<file path="config.mk">
export PLATFORM = sky130hd
export DESIGN_NAME = frame_color_detector
export DESIGN_NICKNAME = d
export VERILOG_FILES = /design/src/rtl/frame_color_detector_pkg.sv /design/src/rtl/rgb332_classifier.sv /design/src/rtl/frame_color_detector.sv
export SDC_FILE = /design/constraint.sdc
export NUM_CORES = 1
export LEC_CHECK = 0
export CAP_MARGIN = 15
export CORE_MARGIN = 4
export CORE_UTILIZATION = 40
export DETAILED_ROUTE_END_ITERATION = 6
export PLACE_DENSITY = 0.66
export SLEW_MARGIN = 20
export SYNTH_ARGS = -nofsm -noshare
export SYNTH_HDL_FRONTEND = slang
export SYNTH_SLANG_ARGS = --single-unit
</file>
<file path="constraint.sdc">
create_clock -name CLK -period 2.13 [get_ports CLK]
set_clock_uncertainty 0.1 [all_clocks]
set_input_delay 0.426 -clock CLK [delete_from_list [all_inputs] [get_ports CLK]]
set_output_delay 0.426 -clock CLK [all_outputs]
set_load 0.005 [all_outputs]
</file>
<file path="src/rtl/frame_color_detector_pkg.sv">
// frame_color_detector_pkg: shared verdict codes, RGB332 field layout, classification limits and FSM/row types
package frame_color_detector_pkg;
  localparam logic [1:0] COLOR_NONE = 2'b00;
  localparam logic [1:0] COLOR_RED = 2'b01;
  localparam logic [1:0] COLOR_BLUE = 2'b10;
  localparam logic [1:0] SHAPE_NONE = 2'b00;
  localparam logic [1:0] SHAPE_TRIANGLE = 2'b01;
  localparam logic [1:0] SHAPE_SQUARE = 2'b10;
  localparam logic [1:0] SHAPE_DIAMOND = 2'b11;
  localparam int R_MSB = 7;
  localparam int R_LSB = 5;
  localparam int G_MSB = 4;
  localparam int G_LSB = 2;
  localparam int B_MSB = 1;
  localparam int B_LSB = 0;
  localparam logic [2:0] RED_R_MIN = 3'd5;
  localparam logic [2:0] RED_G_MAX = 3'd2;
  localparam logic [1:0] RED_B_MAX = 2'd1;
  localparam logic [1:0] BLUE_B_MIN = 2'd2;
  localparam logic [2:0] BLUE_R_MAX = 3'd2;
  localparam logic [2:0] BLUE_G_MAX = 3'd3;
  typedef enum logic [1:0] {ROW_NONE, ROW_TOP, ROW_MID, ROW_BOT} row_t;
  typedef enum logic [1:0] {S_IDLE, S_ACCUM, S_DECIDE} state_t;
  function automatic logic [9:0] abs_diff(input logic [9:0] a, input logic [9:0] b);
    return a > b ? a - b : b - a;
  endfunction
endpackage

</file>
<file path="src/rtl/rgb332_classifier.sv">
// rgb332_classifier: one-cycle registered red/blue/ROI/row classification of the pixel write stream
module rgb332_classifier
  import frame_color_detector_pkg::*;
#(
  parameter int X_LO = 48,
  parameter int X_HI = 128,
  parameter int Y_LO = 32,
  parameter int Y_HI = 112
) (
  input  logic        CLK,
  input  logic        RESET_N,
  input  logic        VSYNC,
  input  logic        PIX_VALID,
  input  logic [14:0] X_ADDR,
  input  logic [14:0] Y_ADDR,
  input  logic [7:0]  PIX_DATA,
  output logic        is_red,
  output logic        is_blue,
  output logic        in_roi,
  output row_t        row_tag,
  output logic        vsync_d
);
  localparam int ROW_TOP_Y = Y_LO + 8;
  localparam int ROW_MID_Y = (Y_LO + Y_HI) / 2;
  localparam int ROW_BOT_Y = Y_HI - 9;
  logic [2:0] r, g;
  logic [1:0] b;
  logic roi_hit;
  row_t row_nx;
  assign r = PIX_DATA[R_MSB:R_LSB];
  assign g = PIX_DATA[G_MSB:G_LSB];
  assign b = PIX_DATA[B_MSB:B_LSB];
  assign roi_hit = X_ADDR >= 15'(X_LO) && X_ADDR < 15'(X_HI) && Y_ADDR >= 15'(Y_LO) && Y_ADDR < 15'(Y_HI);
  assign row_nx = Y_ADDR == 15'(ROW_TOP_Y) ? ROW_TOP :
                  Y_ADDR == 15'(ROW_MID_Y) ? ROW_MID :
                  Y_ADDR == 15'(ROW_BOT_Y) ? ROW_BOT : ROW_NONE;
  // in_roi already folds in write enable and blanking, so it is the single count qualifier downstream
  always_ff @(posedge CLK)
    if (!RESET_N) begin
      is_red  <= 1'b0;
      is_blue <= 1'b0;
      in_roi  <= 1'b0;
      row_tag <= ROW_NONE;
      vsync_d <= 1'b0;
    end else begin
      is_red  <= r >= RED_R_MIN && g <= RED_G_MAX && b <= RED_B_MAX;
      is_blue <= b >= BLUE_B_MIN && r <= BLUE_R_MAX && g <= BLUE_G_MAX;
      in_roi  <= PIX_VALID && !VSYNC && roi_hit;
      row_tag <= row_nx;
      vsync_d <= VSYNC;
    end
endmodule

</file>
<file path="src/rtl/frame_color_detector.sv">
// frame_color_detector: per-frame red/blue ROI pixel counts with a valid/ack verdict register; SHAPE_DETECT_EN adds the shape verdict
module frame_color_detector
  import frame_color_detector_pkg::*;
#(
  parameter int X_LO = 48,
  parameter int X_HI = 128,
  parameter int Y_LO = 32,
  parameter int Y_HI = 112,
  parameter int CNT_W = 13,
  parameter int THRESH = 1000,
  parameter int SHAPE_TOL = 6
) (
  input  logic        CLK,
  input  logic        RESET_N,
  input  logic        VSYNC,
  input  logic        PIX_VALID,
  input  logic [14:0] X_ADDR,
  input  logic [14:0] Y_ADDR,
  input  logic [7:0]  PIX_DATA,
  output logic [3:0]  RESULT_DATA,
  output logic        RESULT_VALID,
  input  logic        RESULT_ACK,
  output logic        OVERRUN
);
  localparam logic [CNT_W-1:0] CNT_MAX = '1;
  logic is_red, is_blue, in_roi, vsync_d, vsync_dd, vsync_rise;
  row_t row_tag;
  state_t state, state_nx;
  logic [CNT_W-1:0] red_cnt, blue_cnt;
  logic [1:0] color, shape;
  rgb332_classifier #(.X_LO(X_LO), .X_HI(X_HI), .Y_LO(Y_LO), .Y_HI(Y_HI)) u_cls (
    .CLK(CLK), .RESET_N(RESET_N), .VSYNC(VSYNC), .PIX_VALID(PIX_VALID),
    .X_ADDR(X_ADDR), .Y_ADDR(Y_ADDR), .PIX_DATA(PIX_DATA),
    .is_red(is_red), .is_blue(is_blue), .in_roi(in_roi), .row_tag(row_tag), .vsync_d(vsync_d)
  );
  assign vsync_rise = vsync_d && !vsync_dd;
  // state register and delayed-VSYNC history for edge detection
  always_ff @(posedge CLK)
    if (!RESET_N) begin
      state    <= S_IDLE;
      vsync_dd <= 1'b0;
    end else begin
      state    <= state_nx;
      vsync_dd <= vsync_d;
    end
  // IDLE only arms on the first blanking edge so a partial frame is never judged
  always_comb begin
    state_nx = state;
    state_nx = state == S_DECIDE ? S_ACCUM :
               vsync_rise ? (state == S_IDLE ? S_ACCUM : S_DECIDE) : state;
  end
  // saturating color counters, cleared once the verdict has been taken
  always_ff @(posedge CLK)
    if (!RESET_N || state == S_DECIDE) begin
      red_cnt  <= '0;
      blue_cnt <= '0;
    end else if (state == S_ACCUM && in_roi) begin
      if (is_red && red_cnt != CNT_MAX) red_cnt <= red_cnt + 1'b1;
      if (is_blue && blue_cnt != CNT_MAX) blue_cnt <= blue_cnt + 1'b1;
    end
  assign color = red_cnt > blue_cnt && red_cnt >= CNT_W'(THRESH) ? COLOR_RED :
                 blue_cnt > red_cnt && blue_cnt >= CNT_W'(THRESH) ? COLOR_BLUE : COLOR_NONE;
`ifdef SHAPE_DETECT_EN
  logic [7:0] w_top, w_mid, w_bot;
  logic [9:0] t, m, bo, tol;
  logic [1:0] shape_raw;
  // colored-pixel widths of the three probe rows
  always_ff @(posedge CLK)
    if (!RESET_N || state == S_DECIDE) begin
      w_top <= '0;
      w_mid <= '0;
      w_bot <= '0;
    end else if (state == S_ACCUM && in_roi && (is_red || is_blue)) begin
      if (row_tag == ROW_TOP && w_top != 8'hFF) w_top <= w_top + 1'b1;
      if (row_tag == ROW_MID && w_mid != 8'hFF) w_mid <= w_mid + 1'b1;
      if (row_tag == ROW_BOT && w_bot != 8'hFF) w_bot <= w_bot + 1'b1;
    end
  assign t = 10'(w_top);
  assign m = 10'(w_mid);
  assign bo = 10'(w_bot);
  assign tol = 10'(SHAPE_TOL);
  assign shape_raw = t + tol < m && m + tol < bo ? SHAPE_TRIANGLE :
                     abs_diff(t, m) <= tol && abs_diff(m, bo) <= tol ? SHAPE_SQUARE :
                     m > t + tol && m > bo + tol ? SHAPE_DIAMOND : SHAPE_NONE;
  assign shape = color == COLOR_NONE ? SHAPE_NONE : shape_raw;
`else
  logic unused_shape;
  assign unused_shape = ^{row_tag, 1'(SHAPE_TOL)};
  assign shape = SHAPE_NONE;
`endif
  // verdict register: a fresh load beats a same-cycle ack and flags any overwrite
  always_ff @(posedge CLK)
    if (!RESET_N) begin
      RESULT_DATA  <= '0;
      RESULT_VALID <= 1'b0;
      OVERRUN      <= 1'b0;
    end else if (state == S_DECIDE) begin
      RESULT_DATA  <= {shape, color};
      RESULT_VALID <= 1'b1;
      OVERRUN      <= OVERRUN | RESULT_VALID;
    end else if (RESULT_ACK) begin
      RESULT_VALID <= 1'b0;
    end
endmodule

</file>
### Sequential cells grouped by signal name, run 1

Scale bar: 20 um. Other sequential cells in the stronger grey, the rest of the logic in the fainter grey.
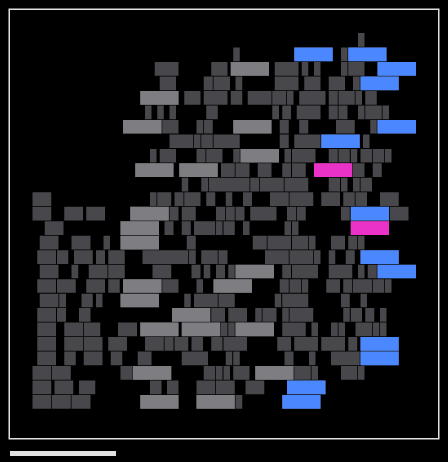
- `red_cnt`: blue (placed flops 13)
- `RESULT_DATA`: magenta (placed flops 2)
- not coloured: 22

### The clock network, run 1

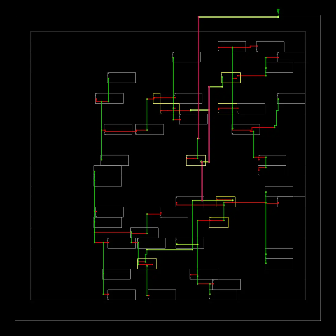
clk sinks: 37
Clock Power: 0.000538 W

### Routed metal, one colour a layer, run 1

Only two layers are drawn.
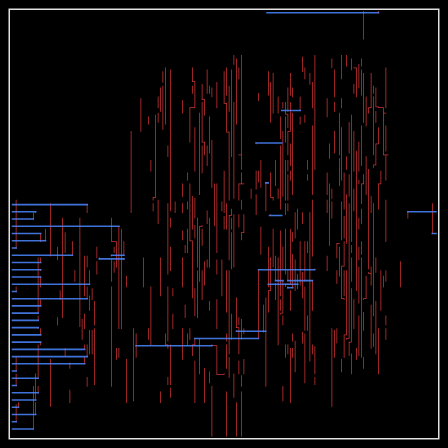
- met2: red (wire length 2160 um)
- met3: blue (wire length 307 um)

==> report_table.html, run 1 <==
<!-- implementation run metrics -->
<table>
<tr><th>Metric</th><th>Value</th></tr>
<tr><th colspan="2">Clock tree</th></tr>
<tr><td>Clock slew at reported path FFs</td><td>70 ps</td></tr>
<tr><td>Number of H-tree branching levels</td><td>2</td></tr>
<tr><td>Clk Latency, worst-skew pair</td><td>290 ps</td></tr>
<tr><td>CTS tree</td><td>yes</td></tr>
<tr><td>Maximum root-to-sink buffer count</td><td>2</td></tr>
<tr><th colspan="2">Synth</th></tr>
<tr><td>Post-synthesis cell type with the largest combined area</td><td>sky130_fd_sc_hd__dfxtp_1</td></tr>
<tr><td>Most frequently used flop master after synthesis</td><td>sky130_fd_sc_hd__dfxtp_1</td></tr>
<tr><td>Synth top area share</td><td>0.353</td></tr>
<tr><td>Xor-xnor portion of the synthesized cell area</td><td>0.0626</td></tr>
<tr><td>Area of the synthesized netlist per yosys stat</td><td>2100 um^2</td></tr>
<tr><td>Share of synthesized cell area in and-or and or-and compound cells</td><td>0.157</td></tr>
<tr><td>Number of storage elements in the synthesis netlist</td><td>37</td></tr>
<tr><td>Most frequent cell after synthesis</td><td>sky130_fd_sc_hd__dfxtp_1</td></tr>
<tr><td>Syn Area/Cell</td><td>8.43 um^2</td></tr>
<tr><td>Multiplexer share of the synthesized area</td><td>0.00477</td></tr>
<tr><td>Number of warnings printed during yosys synthesis</td><td>0</td></tr>
<tr><td>Gate Count Post-Synth</td><td>249</td></tr>
<tr><td>Main logic family after synthesis</td><td>simple AND/OR/NAND/NOR gates</td></tr>
<tr><td>Top cells, area</td><td>sky130_fd_sc_hd__dfxtp_1 (35%), sky130_fd_sc_hd__ha_1 (10%), sky130_fd_sc_hd__xnor2_1 (5.4%)</td></tr>
<tr><td>Netlist area before placement</td><td>2100 um^2</td></tr>
<tr><td>Number of unique standard cell types used by synthesis</td><td>48</td></tr>
<tr><td>Adder-cell share of the synthesized area</td><td>0.101</td></tr>
<tr><th colspan="2">Layout</th></tr>
<tr><td>Logic area</td><td>1250 um^2</td></tr>
<tr><td>Non-CTS inverters</td><td>20</td></tr>
<tr><td>Registers with the most flip-flops</td><td>blue_cnt (13), red_cnt (13)</td></tr>
<tr><td>Number of diodes</td><td>0</td></tr>
<tr><td>Share of final-layout standard cells stronger than drive strength 1</td><td>0.0912</td></tr>
<tr><td>FF+latch count</td><td>37</td></tr>
<tr><td>Area growth syn-to-layout</td><td>28.3%</td></tr>
<tr><td>Seq/total area</td><td>0.275</td></tr>
<tr><td>Area of all sequential standard cells</td><td>741 um^2</td></tr>
<tr><td>Clock buffer cells</td><td>7</td></tr>
<tr><td>Multi-input gates</td><td>185</td></tr>
<tr><td>Cell class with the largest area share</td><td>combinational gates</td></tr>
<tr><td>Clock network area share</td><td>0.0377</td></tr>
<tr><td>Final Non-Filler Cells</td><td>366</td></tr>
<tr><th colspan="2">Worst setup path</th></tr>
<tr><td>Capturing element of the worst setup path</td><td>RESULT_DATA[0]</td></tr>
<tr><td>Nature of the critical path endpoint</td><td>register</td></tr>
<tr><td>Worst-path cell chain</td><td>inv_1 -&gt; ha_1 -&gt; a211oi_1 -&gt; o21ai_0 -&gt; a221o_1 -&gt; a21oi_1 -&gt; a32o_1</td></tr>
<tr><td>WP data arrival</td><td>2030 ps</td></tr>
<tr><td>Worst Path Required</td><td>2270 ps</td></tr>
<tr><td>CP Launch Type</td><td>register</td></tr>
<tr><td>FF-to-FF setup slack</td><td>240 ps</td></tr>
<tr><td>Worst-path cell with the longest stage delay</td><td>sky130_fd_sc_hd__dfxtp_1</td></tr>
<tr><td>Critical Path Stages</td><td>7</td></tr>
<tr><td>Critical path startpoint</td><td>red_cnt[8]</td></tr>
<tr><th colspan="2">Place</th></tr>
<tr><td>Number of placed instances, taps included</td><td>358</td></tr>
<tr><td>Detailed-placement wirelength estimate</td><td>3670 um</td></tr>
<tr><td>Final estimated routing congestion in global placement</td><td>0.707</td></tr>
<tr><th colspan="2">Routing</th></tr>
<tr><td>Total routed wirelength</td><td>4540 um</td></tr>
<tr><td>Top sig layer</td><td>met4</td></tr>
<tr><td>Number of remaining DRC errors</td><td>0</td></tr>
<tr><td>Count of routing violations after the opening detailed-route iteration</td><td>36</td></tr>
<tr><td>Number of antenna-violating nets in the routed design</td><td>0</td></tr>
<tr><td>Met3 Wirelength</td><td>307 um</td></tr>
<tr><td>Routed wire per std cell</td><td>12.4 um</td></tr>
<tr><td>Iteration count of the initial detailed-routing pass</td><td>4</td></tr>
<tr><th colspan="2">Power</th></tr>
<tr><td>Leakage power total</td><td>1.03 nW</td></tr>
<tr><td>Pwr/cell area</td><td>496 nW/um^2</td></tr>
<tr><td>Maximum ir drop on the vdd rail</td><td>0.205 mV</td></tr>
<tr><th colspan="2">GRT</th></tr>
<tr><td>GRT Total Usage</td><td>0.150</td></tr>
<tr><td>Fraction of met3 tracks used by global routing</td><td>0.0471</td></tr>
<tr><td>Met2 layer usage reported by global route</td><td>0.268</td></tr>
<tr><td>Pin count of the biggest net entering global routing</td><td>12</td></tr>
<tr><td>Via count of the first global-routing pass</td><td>1865</td></tr>
<tr><td>Layer with the highest usage after global routing</td><td>met2</td></tr>
<tr><td>Number of antenna violations at the first check in global routing</td><td>0</td></tr>
<tr><td>Global-route wire length before repair</td><td>7700 um</td></tr>
<tr><td>Total overflow reported by the global router</td><td>0</td></tr>
<tr><th colspan="2">Outcome</th></tr>
<tr><td>Outcome</td><td>finished, final reports clean</td></tr>
<tr><th colspan="2">Worst hold path</th></tr>
<tr><td>Type of the worst min-delay path</td><td>register to register</td></tr>
<tr><td>Destination of the worst hold path</td><td>vsync_dd</td></tr>
<tr><td>Cell depth of the worst min-delay path</td><td>1</td></tr>
<tr><th colspan="2">Die</th></tr>
<tr><td>FP Rows</td><td>26</td></tr>
<tr><td>DIE WIDTH</td><td>80.4 um</td></tr>
<tr><td>I/O pin count</td><td>49</td></tr>
<tr><td>Placeable core region</td><td>5110 um^2</td></tr>
<tr><td>Share of the core filled by cells before placement</td><td>0.411</td></tr>
<tr><td>Overall die area</td><td>6470 um^2</td></tr>
<tr><th colspan="2">Timing</th></tr>
<tr><td>Unrepaired setup endpoints after global routing</td><td>false</td></tr>
<tr><td>Total Negative Setup Slacks</td><td>0 ps</td></tr>
<tr><td>Final count of hold timing violations</td><td>0</td></tr>
<tr><td>Slew of the pin with the lowest slew margin</td><td>514 ps</td></tr>
<tr><td>Max_slew headroom</td><td>0.654</td></tr>
<tr><td>Share of the clock period used by the worst path</td><td>0.889</td></tr>
</table>
run 1: power breakdown:
group	switching, W	internal [W]	total [W]
Combinational	0.0000302	0.0000659	0.0000960
Sequential	0.00000484	0.000696	0.000701
Clock	0.000246	0.000292	0.000538
run 1: stage by stage:
stage | total power, W | cell area (um^2) | setup slack (ps) | util | hold slack [ps]
3_3_place_gp | 0.000813 | 2590 | 249 | 0.507 | 326
2_1_floorplan | 0.000744 | 2100 | 247 | - | 321
6_report | 0.00134 | 2690 | 236 | 0.527 | 350
4_1_cts | 0.00135 | 2690 | 230 | 0.527 | 357
5_1_grt | 0.00139 | 2690 | 96.5 | 0.527 | 398
3_5_place_dp | 0.000814 | 2590 | 235 | 0.507 | 334
==> inputs of run 2 (changes only) <==
- ABC_AREA: not set -> 0
### Sequential cells grouped by signal name, run 2

Scale bar: 20 um. Other sequential cells in the stronger grey, the rest of the logic in the fainter grey.
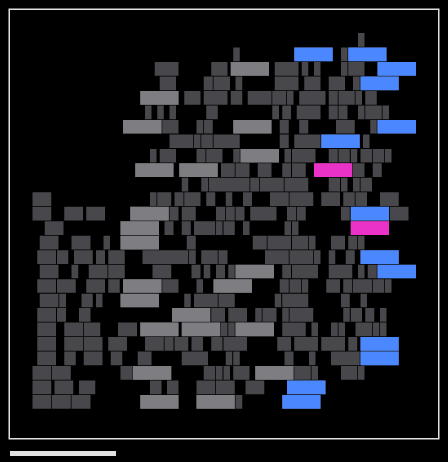
- `RESULT_DATA`: magenta (placed flops 2)
- `red_cnt`: blue (placed flops 13)

==> run 2 against run 1 <==
Final cell count is the same. Synthesized cell count is the same. Clock power about the same. Power unchanged. Sequential power is essentially flat. Non-clock buffer count is the same. Die size unchanged. Setup slack unchanged. Register-to-register slack barely moved. Clock-buffer cell count stayed put. Flip-flop count did not move. First-iteration DRC count unchanged. Highest routed layer unchanged.
==> report_table.html, run 2 <==
<!-- implementation run metrics -->
<table>
<tr><th>Metric</th><th>Value</th></tr>
<tr><th colspan="2">Power</th></tr>
<tr><td>Logic gate share of total power</td><td>0.072</td></tr>
<tr><td>Leakage power total</td><td>1.03 nW</td></tr>
<tr><td>Relative contribution of sequential cells to total power</td><td>0.525</td></tr>
<tr><td>Maximum ir drop on the vdd rail</td><td>0.205 mV</td></tr>
<tr><td>Net Sw Power</td><td>0.000281 W</td></tr>
<tr><td>Pwr/cell area</td><td>496 nW/um^2</td></tr>
<tr><td>Clock Power</td><td>0.000538 W</td></tr>
<tr><td>PnR Total Power</td><td>0.00134 W</td></tr>
<tr><td>Sw frac</td><td>0.210</td></tr>
<tr><td>Fraction of power consumed by the clock network</td><td>0.403</td></tr>
<tr><td>Comb pwr</td><td>0.0000960 W</td></tr>
<tr><td>Sequential Power</td><td>0.000701 W</td></tr>
<tr><th colspan="2">GRT</th></tr>
<tr><td>GRT Total Usage</td><td>0.150</td></tr>
<tr><td>Pin count of the biggest net entering global routing</td><td>12</td></tr>
<tr><td>Via count of the first global-routing pass</td><td>1865</td></tr>
<tr><td>Global-route wire length before repair</td><td>7700 um</td></tr>
<tr><td>Fraction of met3 tracks used by global routing</td><td>0.0471</td></tr>
<tr><td>Total overflow reported by the global router</td><td>0</td></tr>
<tr><td>Layer with the highest usage after global routing</td><td>met2</td></tr>
<tr><td>Met2 layer usage reported by global route</td><td>0.268</td></tr>
<tr><th colspan="2">Routing</th></tr>
<tr><td>Met1 WL</td><td>2010 um</td></tr>
<tr><td>Routed wire per std cell</td><td>12.4 um</td></tr>
<tr><td>Met3 Wirelength</td><td>307 um</td></tr>
<tr><td>Number of antenna-violating nets in the routed design</td><td>0</td></tr>
<tr><td>Count of routing violations after the opening detailed-route iteration</td><td>36</td></tr>
<tr><td>Number of remaining DRC errors</td><td>0</td></tr>
<tr><td>Top sig layer</td><td>met4</td></tr>
<tr><td>Total routed wirelength</td><td>4540 um</td></tr>
<tr><td>Iteration count of the initial detailed-routing pass</td><td>4</td></tr>
<tr><th colspan="2">Clock tree</th></tr>
<tr><td>CTS tree</td><td>yes</td></tr>
<tr><td>Clk sinks</td><td>37</td></tr>
<tr><td>Clk Latency, worst-skew pair</td><td>290 ps</td></tr>
<tr><td>Number of H-tree branching levels</td><td>2</td></tr>
<tr><td>Maximum root-to-sink buffer count</td><td>2</td></tr>
<tr><th colspan="2">Layout</th></tr>
<tr><td>Share of final-layout standard cells stronger than drive strength 1</td><td>0.0912</td></tr>
<tr><td>Post-route core utilization</td><td>0.527</td></tr>
<tr><td>Registers with the most flip-flops</td><td>blue_cnt (13), red_cnt (13)</td></tr>
<tr><td>Final Non-Filler Cells</td><td>366</td></tr>
<tr><td>Number of diodes</td><td>0</td></tr>
<tr><td>Post-Layout Inst Area</td><td>2690 um^2</td></tr>
<tr><td>Area growth syn-to-layout</td><td>28.3%</td></tr>
<tr><th colspan="2">Die</th></tr>
<tr><td>FP Rows</td><td>26</td></tr>
<tr><td>Floorplan die height</td><td>80.4 um</td></tr>
<tr><td>Placeable core region</td><td>5110 um^2</td></tr>
<tr><td>I/O pin count</td><td>49</td></tr>
<tr><td>Share of the core filled by cells before placement</td><td>0.411</td></tr>
<tr><td>Overall die area</td><td>6470 um^2</td></tr>
<tr><td>DIE WIDTH</td><td>80.4 um</td></tr>
<tr><th colspan="2">Worst setup path</th></tr>
<tr><td>FF-to-FF setup slack</td><td>240 ps</td></tr>
<tr><td>Peak fanout along the critical path</td><td>3</td></tr>
<tr><td>Critical Path Stages</td><td>7</td></tr>
<tr><td>Capturing element of the worst setup path</td><td>RESULT_DATA[0]</td></tr>
<tr><td>Worst Path Required</td><td>2270 ps</td></tr>
<tr><td>Critical path startpoint</td><td>red_cnt[8]</td></tr>
<tr><td>Nature of the critical path endpoint</td><td>register</td></tr>
<tr><td>WP data arrival</td><td>2030 ps</td></tr>
<tr><td>Worst-path cell chain</td><td>inv_1 -&gt; ha_1 -&gt; a211oi_1 -&gt; o21ai_0 -&gt; a221o_1 -&gt; a21oi_1 -&gt; a32o_1</td></tr>
<tr><td>CP Launch Type</td><td>register</td></tr>
<tr><td>Worst-path cell with the longest stage delay</td><td>sky130_fd_sc_hd__dfxtp_1</td></tr>
<tr><th colspan="2">Timing</th></tr>
<tr><td>Slew of the pin with the lowest slew margin</td><td>514 ps</td></tr>
<tr><td>Max_slew headroom</td><td>0.654</td></tr>
<tr><td>Unrepaired setup endpoints after global routing</td><td>false</td></tr>
<tr><td>Share of the clock period used by the worst path</td><td>0.889</td></tr>
<tr><td>Smallest hold slack</td><td>350 ps</td></tr>
<tr><td>Total Negative Setup Slacks</td><td>0 ps</td></tr>
<tr><td>Post-layout worst setup margin</td><td>236 ps</td></tr>
<tr><th colspan="2">Synth</th></tr>
<tr><td>Syn Area/Cell</td><td>8.43 um^2</td></tr>
<tr><td>Area of the synthesized netlist per yosys stat</td><td>2100 um^2</td></tr>
<tr><td>Netlist area before placement</td><td>2100 um^2</td></tr>
<tr><td>Number of unique standard cell types used by synthesis</td><td>48</td></tr>
<tr><td>Post-synthesis cell type with the largest combined area</td><td>sky130_fd_sc_hd__dfxtp_1</td></tr>
<tr><td>Top cells, area</td><td>sky130_fd_sc_hd__dfxtp_1 (35%), sky130_fd_sc_hd__ha_1 (10%), sky130_fd_sc_hd__xnor2_1 (5.4%)</td></tr>
<tr><td>Most frequently used flop master after synthesis</td><td>sky130_fd_sc_hd__dfxtp_1</td></tr>
<tr><td>Adder-cell share of the synthesized area</td><td>0.101</td></tr>
<tr><td>Multiplexer share of the synthesized area</td><td>0.00477</td></tr>
<tr><td>Gate Count Post-Synth</td><td>249</td></tr>
<tr><td>Main logic family after synthesis</td><td>simple AND/OR/NAND/NOR gates</td></tr>
<tr><td>Most frequent cell after synthesis</td><td>sky130_fd_sc_hd__dfxtp_1</td></tr>
<tr><td>Number of warnings printed during yosys synthesis</td><td>0</td></tr>
<tr><td>Share of synthesized cell area in and-or and or-and compound cells</td><td>0.157</td></tr>
<tr><td>Synth top area share</td><td>0.353</td></tr>
<tr><th colspan="2">Outcome</th></tr>
<tr><td>Outcome</td><td>finished, final reports clean</td></tr>
<tr><th colspan="2">Worst hold path</th></tr>
<tr><td>Destination of the worst hold path</td><td>vsync_dd</td></tr>
<tr><td>Cell depth of the worst min-delay path</td><td>1</td></tr>
<tr><td>Type of the worst min-delay path</td><td>register to register</td></tr>
<tr><th colspan="2">Place</th></tr>
<tr><td>Number of placed instances, taps included</td><td>358</td></tr>
<tr><td>Detailed-placement wirelength estimate</td><td>3670 um</td></tr>
<tr><td>Placement-stage worst setup slack</td><td>235 ps</td></tr>
</table>
## run 2: kinds of logic (layout without fill, tap and decap cells)
| group | after synthesis | after routing |
|---|---|---|
| and+or+nand+nor | 103 | 103 |
| xor gates and xnor gates | 15 | 15 |
| buffers and inverters | 28 | 74 |
| AOI/OAI and AO/OA | 47 | 47 |
| muxes | 1 | 1 |
| adders and majority gates | 17 | 17 |
| other | 1 | 2 |
| DFF | 37 | 37 |
## run 2: cell type report
type,instances,area (um^2),area share
Clock buffer,7,96.3,0.0358
Tap cell,70,87.6,0.0325
Timing Repair Buffer,46,438,0.163
Inverter,20,75.1,0.0279
Sequential cell,37,741,0.275
Clock inverter,1,5.00,0.00186
Multi-Input combinational cell,185,1250,0.464
Power and IR drop assume default switching activity.
